## src/rtl/trng_pool_pkg.sv

```systemverilog
// Shared constants for the entropy pool: FSM encodings and default sizes.
package trng_pool_pkg;

  localparam logic [1:0] ST_IDLE = 2'd0;
  localparam logic [1:0] ST_FILL = 2'd1;
  localparam logic [1:0] ST_HOLD = 2'd2;
  localparam logic [1:0] ST_FAIL = 2'd3;

  localparam int TRNG_WORD_W    = 32;
  localparam int TRNG_RCT_LIMIT = 32;

endpackage

```

## src/rtl/trng.sv

```systemverilog
// Ring-oscillator entropy cell, cycle-based model. Each instance is offset by
// trng_delay so the cells start out of phase; oscillation stops while rst_n
// is low or en is low.
module trng #(
  parameter int trng_delay = 0
) (
  input  logic clk,
  input  logic rst_n,
  input  logic en,
  output logic rnd_bit
);

  localparam logic [15:0] SEED = 16'h0001 << (trng_delay % 16);

  logic [15:0] lfsr;
  logic        fb;

  assign fb      = lfsr[15] ^ lfsr[13] ^ lfsr[12] ^ lfsr[10];
  assign rnd_bit = lfsr[15];

  // free-running oscillator state, parked at its seed during reset
  always_ff @(posedge clk) begin
    if (!rst_n)  lfsr <= SEED;
    else if (en) lfsr <= {lfsr[14:0], fb};
  end

endmodule

```

## src/rtl/trng_vn_debias.sv

```systemverilog
// Von Neumann debiaser: latches the first bit of a pair, then emits the first
// bit when the pair differs (01 -> 0, 10 -> 1) or flags a drop when equal.
// Driving rst also discards a half-collected pair.
module trng_vn_debias (
  input  logic clk,
  input  logic rst,
  input  logic in_vld,
  input  logic in_bit,
  output logic out_vld,
  output logic out_bit,
  output logic drop
);

  logic have;
  logic first;

  assign out_vld = in_vld & have & (first != in_bit);
  assign out_bit = first;
  assign drop    = in_vld & have & (first == in_bit);

  // pair latch: alternate between capturing the first bit and resolving the pair
  always_ff @(posedge clk) begin
    if (rst) begin
      have  <= 1'b0;
      first <= 1'b0;
    end else if (in_vld) begin
      if (!have) begin
        first <= in_bit;
        have  <= 1'b1;
      end else begin
        have  <= 1'b0;
      end
    end
  end

endmodule

```

## src/rtl/trng_pool.sv

```systemverilog
// Entropy pool: XOR of NUM_CH oscillator cells, synchronised, health-tested,
// optionally von Neumann debiased and packed LSB-first into WORD_W words
// delivered on a valid/ready handshake.
module trng_pool
  import trng_pool_pkg::*;
#(
  parameter int NUM_CH    = 15,
  parameter int WORD_W    = TRNG_WORD_W,
  parameter int DEBIAS    = 1,
  parameter int RCT_LIMIT = TRNG_RCT_LIMIT
) (
  input  logic              clk,
  input  logic              rst,
  input  logic              en,
  input  logic              test_mode,
  input  logic              test_bit,
  input  logic              clr_fail,
  output logic              rnd_valid,
  input  logic              rnd_ready,
  output logic [WORD_W-1:0] rnd_data,
  output logic              health_fail,
  output logic [15:0]       bits_dropped
);

  localparam int CNT_W = $clog2(WORD_W) + 1;
  localparam int RCT_W = $clog2(RCT_LIMIT + 1);

  logic [NUM_CH-1:0] osc;
  logic              rst_n;
  logic              pool;
  logic              sync1, sync2;
  logic              tb_q, en_q;
  logic              raw, smp_vld;
  logic [RCT_W-1:0]  rct_cnt;
  logic              rct_last;
  logic              trip;
  logic [1:0]        state;
  logic [CNT_W-1:0]  bit_cnt;
  logic              fill_vld, hold_drop;
  logic              acc_vld, acc_bit, vn_drop;
  logic              pair_rst;

  assign rst_n = ~rst;

  for (genvar i = 0; i < NUM_CH; i++) begin : g_osc
    trng #(.trng_delay(i)) u_trng (
      .clk     (clk),
      .rst_n   (rst_n),
      .en      (en),
      .rnd_bit (osc[i])
    );
  end

  assign pool = ^osc;

  // pool synchroniser plus the single-flop test-bit path; en_q marks raw as valid
  always_ff @(posedge clk) begin
    if (rst) begin
      sync1 <= 1'b0;
      sync2 <= 1'b0;
      tb_q  <= 1'b0;
      en_q  <= 1'b0;
    end else begin
      sync1 <= pool;
      sync2 <= sync1;
      tb_q  <= test_bit;
      en_q  <= en;
    end
  end

  assign raw     = test_mode ? tb_q : sync2;
  assign smp_vld = en & en_q;
  assign trip    = (rct_cnt == RCT_W'(RCT_LIMIT));

  // repetition-count health test; a trip outranks a simultaneous clr_fail
  always_ff @(posedge clk) begin
    if (rst) begin
      rct_cnt     <= '0;
      rct_last    <= 1'b0;
      health_fail <= 1'b0;
    end else begin
      if (trip)          health_fail <= 1'b1;
      else if (clr_fail) health_fail <= 1'b0;

      if (clr_fail) begin
        rct_cnt <= '0;
      end else if (smp_vld) begin
        rct_last <= raw;
        if (rct_cnt != '0 && raw == rct_last) begin
          if (!trip) rct_cnt <= rct_cnt + RCT_W'(1);
        end else begin
          rct_cnt <= RCT_W'(1);
        end
      end
    end
  end

  assign fill_vld  = smp_vld & (state == ST_FILL);
  assign hold_drop = smp_vld & (state == ST_HOLD);
  // the pair latch only survives while filling, so any exit from FILL empties it
  assign pair_rst  = rst | (state != ST_FILL);

  if (DEBIAS != 0) begin : g_vn
    trng_vn_debias u_vn (
      .clk     (clk),
      .rst     (pair_rst),
      .in_vld  (fill_vld),
      .in_bit  (raw),
      .out_vld (acc_vld),
      .out_bit (acc_bit),
      .drop    (vn_drop)
    );
  end else begin : g_raw
    assign acc_vld = fill_vld;
    assign acc_bit = raw;
    assign vn_drop = 1'b0;
  end

  // saturating count of discarded bits (equal pairs, or bits arriving in HOLD)
  always_ff @(posedge clk) begin
    if (rst)                                              bits_dropped <= '0;
    else if ((vn_drop | hold_drop) && bits_dropped != 16'hFFFF) bits_dropped <= bits_dropped + 16'd1;
  end

  // word assembly FSM; the completing bit raises rnd_valid on the same edge
  always_ff @(posedge clk) begin
    if (rst) begin
      state     <= ST_IDLE;
      rnd_valid <= 1'b0;
      rnd_data  <= '0;
      bit_cnt   <= '0;
    end else if (trip) begin
      state     <= ST_FAIL;
      rnd_valid <= 1'b0;
      rnd_data  <= '0;
      bit_cnt   <= '0;
    end else begin
      case (state)
        ST_IDLE: if (en && !health_fail) state <= ST_FILL;
        ST_FILL: begin
          if (!en) begin
            state <= ST_IDLE;
          end else if (acc_vld) begin
            rnd_data[bit_cnt[CNT_W-2:0]] <= acc_bit;
            if (bit_cnt == CNT_W'(WORD_W - 1)) begin
              bit_cnt   <= '0;
              state     <= ST_HOLD;
              rnd_valid <= 1'b1;
            end else begin
              bit_cnt <= bit_cnt + CNT_W'(1);
            end
          end
        end
        ST_HOLD: begin
          if (rnd_ready) begin
            rnd_valid <= 1'b0;
            bit_cnt   <= '0;
            state     <= en ? ST_FILL : ST_IDLE;
          end
        end
        ST_FAIL: if (clr_fail) state <= ST_IDLE;
        default: state <= ST_IDLE;
      endcase
    end
  end

endmodule

```

## config.mk

```make
export PLATFORM = sky130hd
export DESIGN_NAME = trng_pool
export DESIGN_NICKNAME = d
export VERILOG_FILES = /design/src/rtl/trng_pool_pkg.sv /design/src/rtl/trng.sv /design/src/rtl/trng_vn_debias.sv /design/src/rtl/trng_pool.sv
export SDC_FILE = /design/constraint.sdc
export NUM_CORES = 1
export LEC_CHECK = 0
export CAP_MARGIN = 20
export CORE_AREA = 2 2 160 224
export CTS_CLUSTER_SIZE = 25
export DETAILED_ROUTE_END_ITERATION = 7
export DIE_AREA = 0 0 162 226
export PLACE_DENSITY = 0.65
export SLEW_MARGIN = 15
export SYNTH_ARGS = -nofsm -noshare
export SYNTH_HDL_FRONTEND = slang
export SYNTH_HIERARCHICAL = 1
export SYNTH_SLANG_ARGS = --single-unit
```

## constraint.sdc

```tcl
create_clock -name clk -period 5.4 [get_ports clk]
set_input_delay 1.08 -clock clk [delete_from_list [all_inputs] [get_ports clk]]
set_output_delay 1.08 -clock clk [all_outputs]
set_load 0.02 [all_outputs]
```

==> impl_metrics.yaml, run 1 <==
# generated from flow reports
logic_synthesis:
  syn_inst: 1241
  synth_top_cell_by_count: "dfxtp_1"
  ys_sh_mux_pct: 17.8
  synth.top_cells.by_area: "dfxtp_1 48%, mux2i_1 18%, nor2b_1 11%"
  aoi_share_pct: 4.66
  synth_cell_type_count: 56
  synth_flops: 311
  largest_area_cell: "dfxtp_1"
  synth_seq_share_pct: 47.9
  netlist_top_cells_count: "311 x dfxtp_1, 231 x mux2i_1, 220 x nor2b_1, 87 x nand2_1, 43 x xnor2_1"
  synth_area_um2: 13000
  syn_area_per_cell_um2: 10.5
  edf_count: 0
  async_flop_share_pct: 0
  xor_share_pct: 5.11
  syn_nets: 1255
  yosys_cells: 1241
  yosysTopAreaCellShare_pct: 47.9
  logic_family: "simple AND/OR/NAND/NOR gates"
  yosys_area_um2: 13000
  yosys.area_share.adder_pct: 0.674
  ys_dominant_reg_cell: "dfxtp_1"
  ys_sh_simple_pct: 19.0
  ys_warn_count: 6
setup_path:
  crit_chain: "clkdlybuf4s50_1 -> mux2i_1 -> inv_1 -> xnor2_1 -> nor2_1 -> and4b_1 -> and2_0 -> nand2_1 -> mux2i_1 -> nor2_1"
  reg2reg_depth: 8
  crit_path_end_kind: "flip-flop"
  startpoint_type: "input port"
  path_max_fanout: 15
  rr_endpoint: "rnd_data[13]"
  crit_arrival_ns: 3.69
  critPathKind: "input port to flip-flop"
  rr_startpoint: "state[0]"
  reg2reg_setup_slack_ns: 2.66
  slowest_delay_ns: 0.66
  cp.required_ns: 5.84
  cp_slowest_cell: "and2_0"
final_layout:
  largest_reg_flops: 240
  fill_cells: 3351
  syn2layout_area_growth_pct: 12.8
  layout.area.seq_um2: 6230
  logic_area_um2: 6130
  nets: 1279
  drive_above_1_share_pct: 7.21
  diodes: 0
  reg_top3: "g_osc.u_trng/lfsr x240, rnd_data x32, bits_dropped x16"
  largest-register: "g_osc.u_trng/lfsr"
final_timing:
  setup_viol: 0
  hold_ws_ns: 0.442
  max_slew_margin_pct: 28.3
  setup_tns_ns: 0
  maxSlewViolCount: 0
  post-route-min-period_ns: 3.26
  tightest_slew_ns: 1.08
  fin_crit_sh_pct: 60.4
  rsz0062_at_grt: "no"
  max_clock_freq_mhz: 307
  final_hold_viol_count: 0
power:
  intPower_w: 0.00373
  p_sw_share_pct: 21.4
  ir_worst_vdd_v: 0.000259
  combPwrFrac_pct: 4.6
  power.density_nw_per_um2: 324
  p_leak_nw: 5.62
  pwr-share-seq_pct: 49.7
  p_switching_w: 0.00101
place:
  dpl.hpwl_um: 12900
  gp_congestion: 0.756
  io_buffers: 56
global_routing:
  grt_pass1_wl_um: 36100
  grt_max_degree: 93
  grt_pass1_vias: 7890
  grt_overflow_total: 0
  antenna_found_initial: 0
clocking:
  cts_root_buf: "clkbuf_16"
  cts_buffers: 30
  clk_pin_slew_ns: 0.06
  cts_tree: "done"
  htree_levels: 1
  cts_sinks: 311
  clock_path_buffers: 3
  post_cts_resized: 0
  cts_setup_buffers: 0
  hold_buffers: 0
worst_hold_path:
  min_to: "sync2"
  holdCritStartpoint: "sync1"
  hold_depth: 1
  worstHoldPathType: "flip-flop to flip-flop"
die:
  dieArea_um2: 36600
  placementRows: 81
  io_pins: 57
  core-area_um2: 34700
  core_util_floorplan_pct: 37.5
  die_y_um: 226
  dieWidth_um: 162
run:
  cap_violations: 0
  warnings: 30
drt:
  m1WireLength_um: 9470
  wirelength_um: 20700
  vias: 8114
  drc: 0
  met2_length_um: 10000
  routed-wl-met3_um: 714
  top_layer: "met4"
  vias_per_cell: 4.65
  drt_iter0_markers: 439
  final_antenna_net_count: 0
  dr.pass1.iters: 4
run_status:
  status: "finished, final reports clean"
run 1: cells in the final DEF, fill, tap and decap left out, types with 2 or more instances in the layout:
| cell type | count |
|---|---|
| nor2b_1 | 220 |
| and4b_1 | 2 |
| buf_4 | 10 |
| clkbuf_1 | 3 |
| mux2i_1 | 231 |
| or4_1 | 2 |
| nor3_1 | 14 |
| clkdlybuf4s50_1 | 55 |
| clkinv_2 | 7 |
| nand3b_1 | 2 |
| clkbuf_8 | 7 |
| nor4b_2 | 3 |
| a211oi_1 | 3 |
| and3_1 | 5 |
| ha_1 | 7 |
| and2_1 | 2 |
| and3b_1 | 2 |
| clkbuf_16 | 31 |
| bufinv_16 | 3 |
| o21bai_1 | 2 |
| xnor2_1 | 43 |
| clkinvlp_4 | 3 |
| nor4_1 | 2 |
| nand2b_1 | 2 |
| a31oi_1 | 4 |
| a21oi_1 | 42 |
| xor2_1 | 31 |
| nand3_1 | 36 |
| nand4_1 | 3 |
| o21ai_0 | 11 |
| inv_1 | 6 |
| nand2_1 | 87 |
| o21ai_1 | 14 |
| nor3b_1 | 9 |
| dfxtp_1 | 310 |
| and2_0 | 2 |
| a21oi_2 | 14 |
| nor2_1 | 35 |
run 1: critical path: cells and delay by family:
family                    cells  cell delay [ns]
xor gates and xnor gates      1             0.16
and+or+nand+nor               5             1.37
buffers and inverters         2             0.59
muxes                         2             0.50
run 1: worst max-delay path by stage:
stage	startpoint	to	slack, ns	cells after the start
floorplan	rst	bit_cnt[3]	2.38	6
global placement	test_mode	rnd_data[13]	1.64	10
detailed placement	test_mode	rnd_data[13]	1.54	10
CTS	test_mode	rnd_data[13]	2.14	10
global route	test_mode	rnd_data[12]	1.95	10
finish	test_mode	rnd_data[13]	2.14	10
run 1: cell type report:
| class | count | area share, % |
|---|---|---|
| Multi-Input combinational cell | 849 | 41.9 |
| Inverter | 7 | 0.196 |
| Timing Repair Buffer | 66 | 4.37 |
| Clock buffer | 41 | 6.03 |
| Tap cell | 456 | 3.89 |
| Sequential cell | 311 | 42.5 |
| Clock inverter | 15 | 1.14 |
run 1: metal layers:
layer | up-vias | track usage [%]
li1 | 4211 | -
met1 | 3772 | 13.3
met2 | 94 | 20.6
met3 | 37 | 2.02
met4 | 0 | 4.03
met5 | - | 0
run 1: power by group through the flow:
stage	Sequential (W)	Combinational [W]	Clock, W
floorplan	0.00240	0.000210	0
global placement	0.00241	0.000217	0
detailed placement	0.00241	0.000221	0
CTS	0.00236	0.000221	0.00225
global route	0.00236	0.000238	0.00234
finish	0.00236	0.000218	0.00217
run 1: per-stage QoR:
step | instances | utilization (%) | power, W | worst slack, ns | cell area [µm²]
5_1_grt | 1745 | 42.3 | 0.00494 | 1.95 | 14700
3_5_place_dp | 1689 | 39.2 | 0.00263 | 1.54 | 13600
6_report | 1745 | 42.3 | 0.00474 | 2.14 | 14700
3_3_place_gp | 1689 | 39.2 | 0.00263 | 1.64 | 13600
2_1_floorplan | 1241 | - | 0.00261 | 2.38 | 13000
4_1_cts | 1745 | 42.3 | 0.00483 | 2.14 | 14600
### Routing congestion map, run 1

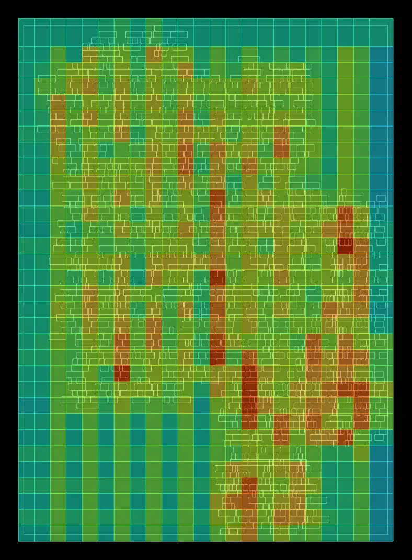
GRT Total Usage: 11.3%
GR peak layer: met2
post-DR wirelength/cell: 11.8 µm
M2 GR Usage: 20.6%

### Gate-type map, run 1

Drawn at 1.5 px/µm.
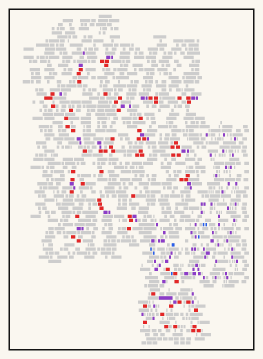
legend:
  blue:
    family: inv cells
    cells: 7
  purple:
    family: aoi and oai cells
    cells: 96
  red:
    family: xor and xnor cells
    cells: 75

### Clock network drawn from the DEF, run 1

Drawn at 2 px/µm.
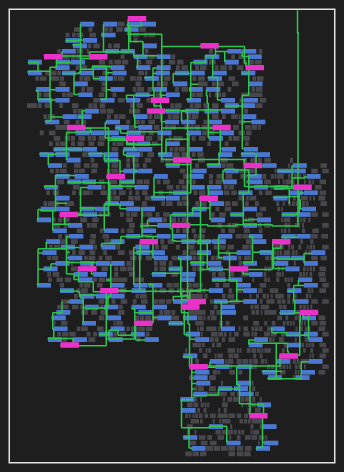
legend:
  blue:
    item: flip-flops
    count: 311
  green:
    item: clock wires
    length: 3690 µm
  magenta:
    item: clock-net drivers
    count: 30
routed clock nets: 31
Clock Latency Late Sink: 0.56 ns
final setup skew: 0.00686 ns
Clk network pwr share: 45.7%
P_clk: 0.00217 W

### Wiring heat map, run 1

Drawn at 1.5 px/µm. 16 x 23 tiles, from white (low) to dark blue (high), scaled to the fullest tile. Values are wire area over tile area, all layers added.
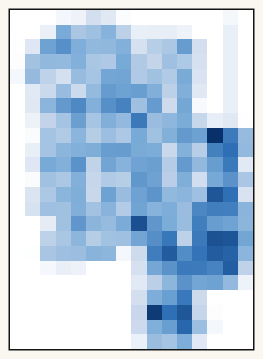

==> run 1 -> run 2 <==
==> constraint.sdc (replaced) <==
create_clock -name clk -period 3 [get_ports clk]
set_input_delay 0.6 -clock clk [delete_from_list [all_inputs] [get_ports clk]]
set_output_delay 0.6 -clock clk [all_outputs]
set_load 0.02 [all_outputs]
### Wiring heat map, run 2

Drawn at 1.5 px/µm. 16 x 23 tiles, from white (low) to dark blue (high), scaled to the fullest tile. Values are wire area over tile area, all layers added.
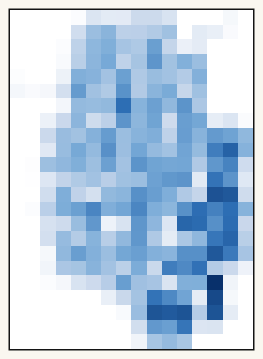
tiles over half the peak: 22%
densest ninth of the die: right middle
nearly empty tiles: 29%
mean over tiles: 0.087
fullest tile: 0.30

### Routing congestion map, run 2

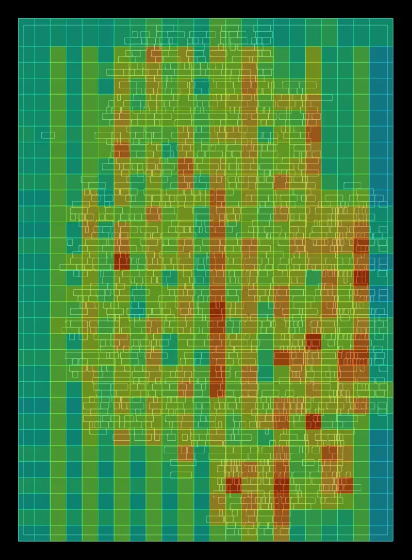
M2 GR Usage: 19.9%
met3 GRT Util: 1.62%
fin util: 42.4%
GRT Total Usage: 11.2%
met1 Use GR: 13.6%

==> run 2 against run 1 <==
  * Clock power rose by 66%
  * Register-to-register slack got worse by 1.9 ns
  * Combinational power is 82% higher
  * Hold slack lost 0.042 ns
  * Via count fell by 0.17%
  * Critical path type unchanged
==> impl_metrics.yaml, run 2 <==
# generated from flow reports
logic_synthesis:
  synth_area_um2: 13000
  ys_warn_count: 6
  synth_top_cell_by_count: "dfxtp_1"
  ys_sh_simple_pct: 19.0
  async_flop_share_pct: 0
  yosys.area_share.adder_pct: 0.674
  synth.top_cells.by_area: "dfxtp_1 48%, mux2i_1 18%, nor2b_1 11%"
  syn_nets: 1255
  yosysTopAreaCellShare_pct: 47.9
  synth_cell_type_count: 56
  largest_area_cell: "dfxtp_1"
  edf_count: 0
  logic_family: "simple AND/OR/NAND/NOR gates"
  netlist_top_cells_count: "311 x dfxtp_1, 231 x mux2i_1, 220 x nor2b_1, 87 x nand2_1, 43 x xnor2_1"
  yosys_cells: 1241
final_layout:
  drive_above_1_share_pct: 6.89
  nets: 1287
  design_area_um2: 14700
  largest_reg_flops: 240
  largest-register: "g_osc.u_trng/lfsr"
  final_cell_mix: "311 x dfxtp_1, 231 x mux2i_1, 220 x nor2b_1"
  reg_top3: "g_osc.u_trng/lfsr x240, rnd_data x32, bits_dropped x16"
  diodes: 0
  fill_cells: 3350
final_timing:
  max_slew_margin_pct: 36.7
  fin_crit_sh_pct: 78.4
  final_hold_viol_count: 0
  max_clock_freq_mhz: 425
  finalClockSkew_ns: 0.0121
  setup_viol: 0
  hold_ws_ns: 0.400
  post-route-min-period_ns: 2.35
  setup_tns_ns: 0
die:
  io_pins: 57
  core-area_um2: 34700
  dieArea_um2: 36600
  core_util_floorplan_pct: 37.5
  placementRows: 81
  dieWidth_um: 162
  die_y_um: 226
place:
  io_buffers: 56
  place_area_um2: 13800
  gp_congestion: 0.760
global_routing:
  grt_overflow_total: 0
  grt_pass1_vias: 7707
  antenna_found_initial: 0
drt:
  wl_per_cell_um: 11.6
  drt_iter0_markers: 466
  final_antenna_net_count: 0
  drc: 0
  vias: 8100
  vias_per_cell: 4.63
clocking:
  worstSkewPairLatency_ns: 0.55
  cts_tree: "done"
  hold_buffers: 0
  cts_buffers: 29
setup_path:
  path_max_fanout: 9
  startpoint_type: "input port"
  reg2reg_setup_slack_ns: 0.78
  crit_arrival_ns: 2.83
power:
  combPwrFrac_pct: 4.8
  ir_worst_vdd_v: 0.000394
  intPower_w: 0.00651
  p_sw_share_pct: 21.0
  p_switching_w: 0.00173
  p_clk_share_pct: 43.7
  p_leak_nw: 5.63
worst_hold_path:
  worstHoldPathType: "input port to flip-flop"
run_status:
  status: "finished, final reports clean"
### Gate-type map, run 2

Drawn at 1.5 px/µm.
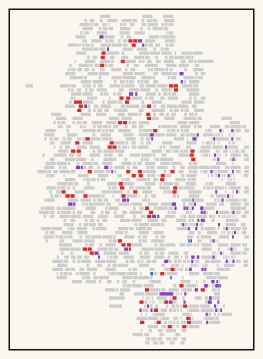
legend:
  blue:
    family: inv cells
    cells: 7
    where: bottom right
  purple:
    family: aoi and oai cells
    cells: 96
  red:
    family: xor and xnor cells
    cells: 75
most frequent logic cell in the layout: dfxtp_1
fin cells: 1748
Comb area share: 41.8%

==> run 2: cell type report <==
type	count	area [µm²]	share of cell area, %
clock inverter	5	75.1	0.511
timing repair buffer	75	796	5.42
clock buffer	45	856	5.83
sequential	311	6230	42.4
inverter	7	28.8	0.196
multi-input combinational	849	6130	41.8
tap	456	571	3.89
==> run 2: worst paths after layout <==
kind	start	to	cells past startpoint
max	test_mode	bit_cnt[3]	9
min	en	state[0]	3
max reg2reg	state[0]	bit_cnt[3]	8
min reg2reg	sync1	sync2	1
==> run 2: cell families (layout without fill, tap and decap cells) <==
logic type	count (synthesis)	after routing
buffers and inverters	81	132
and+or+nand+nor	439	439
AOI/OAI and AO/OA	97	97
xor gates and xnor gates	75	75
muxes	231	231
adders and majority gates	7	7
DFF	311	311
==> run 2: metal layers <==
| metal | up-vias | track usage [%] | part of all wire [%] |
|---|---|---|---|
| li1 | 4234 | - | - |
| met1 | 3725 | 13.6 | 46 |
| met2 | 107 | 19.9 | 48 |
| met3 | 34 | 1.62 | 3.3 |
| met4 | 0 | 3.91 | 2.4 |
| met5 | - | 0 | 0 |
==> run 2: per-stage QoR <==
step           util [%]  setup slack [ns]  total power [W]  cells
2_1_floorplan         -             0.458          0.00470   1241
3_3_place_gp       39.7            0.0918          0.00473   1698
3_5_place_dp       39.7            0.0736          0.00474   1698
4_1_cts            42.4             0.657          0.00838   1748
5_1_grt            42.4             0.461          0.00858   1748
6_report           42.4             0.647          0.00825   1748
==> run 2: power by group through the flow <==
stage | clock (W) | combinational [W] | sequential (W)
final | 0.00361 | 0.000396 | 0.00424
after global routing | 0.00389 | 0.000435 | 0.00425
after CTS | 0.00373 | 0.000403 | 0.00425
after detailed placement | 0 | 0.000401 | 0.00434
after global placement | 0 | 0.000396 | 0.00434
after floorplan | 0 | 0.000377 | 0.00433
==> run 2: critical path, stage by stage <==
cell and delay, ns:
clkdlybuf4s50_1 0.51, mux2i_1 0.26, inv_1 0.10, xnor2_1 0.14, nor2_1 0.15, and4b_1 0.30
a21oi_1 0.15, or4b_1 0.50, a21oi_1 0.13
Power figures rest on the tool's default switching activity, not on a simulated workload.
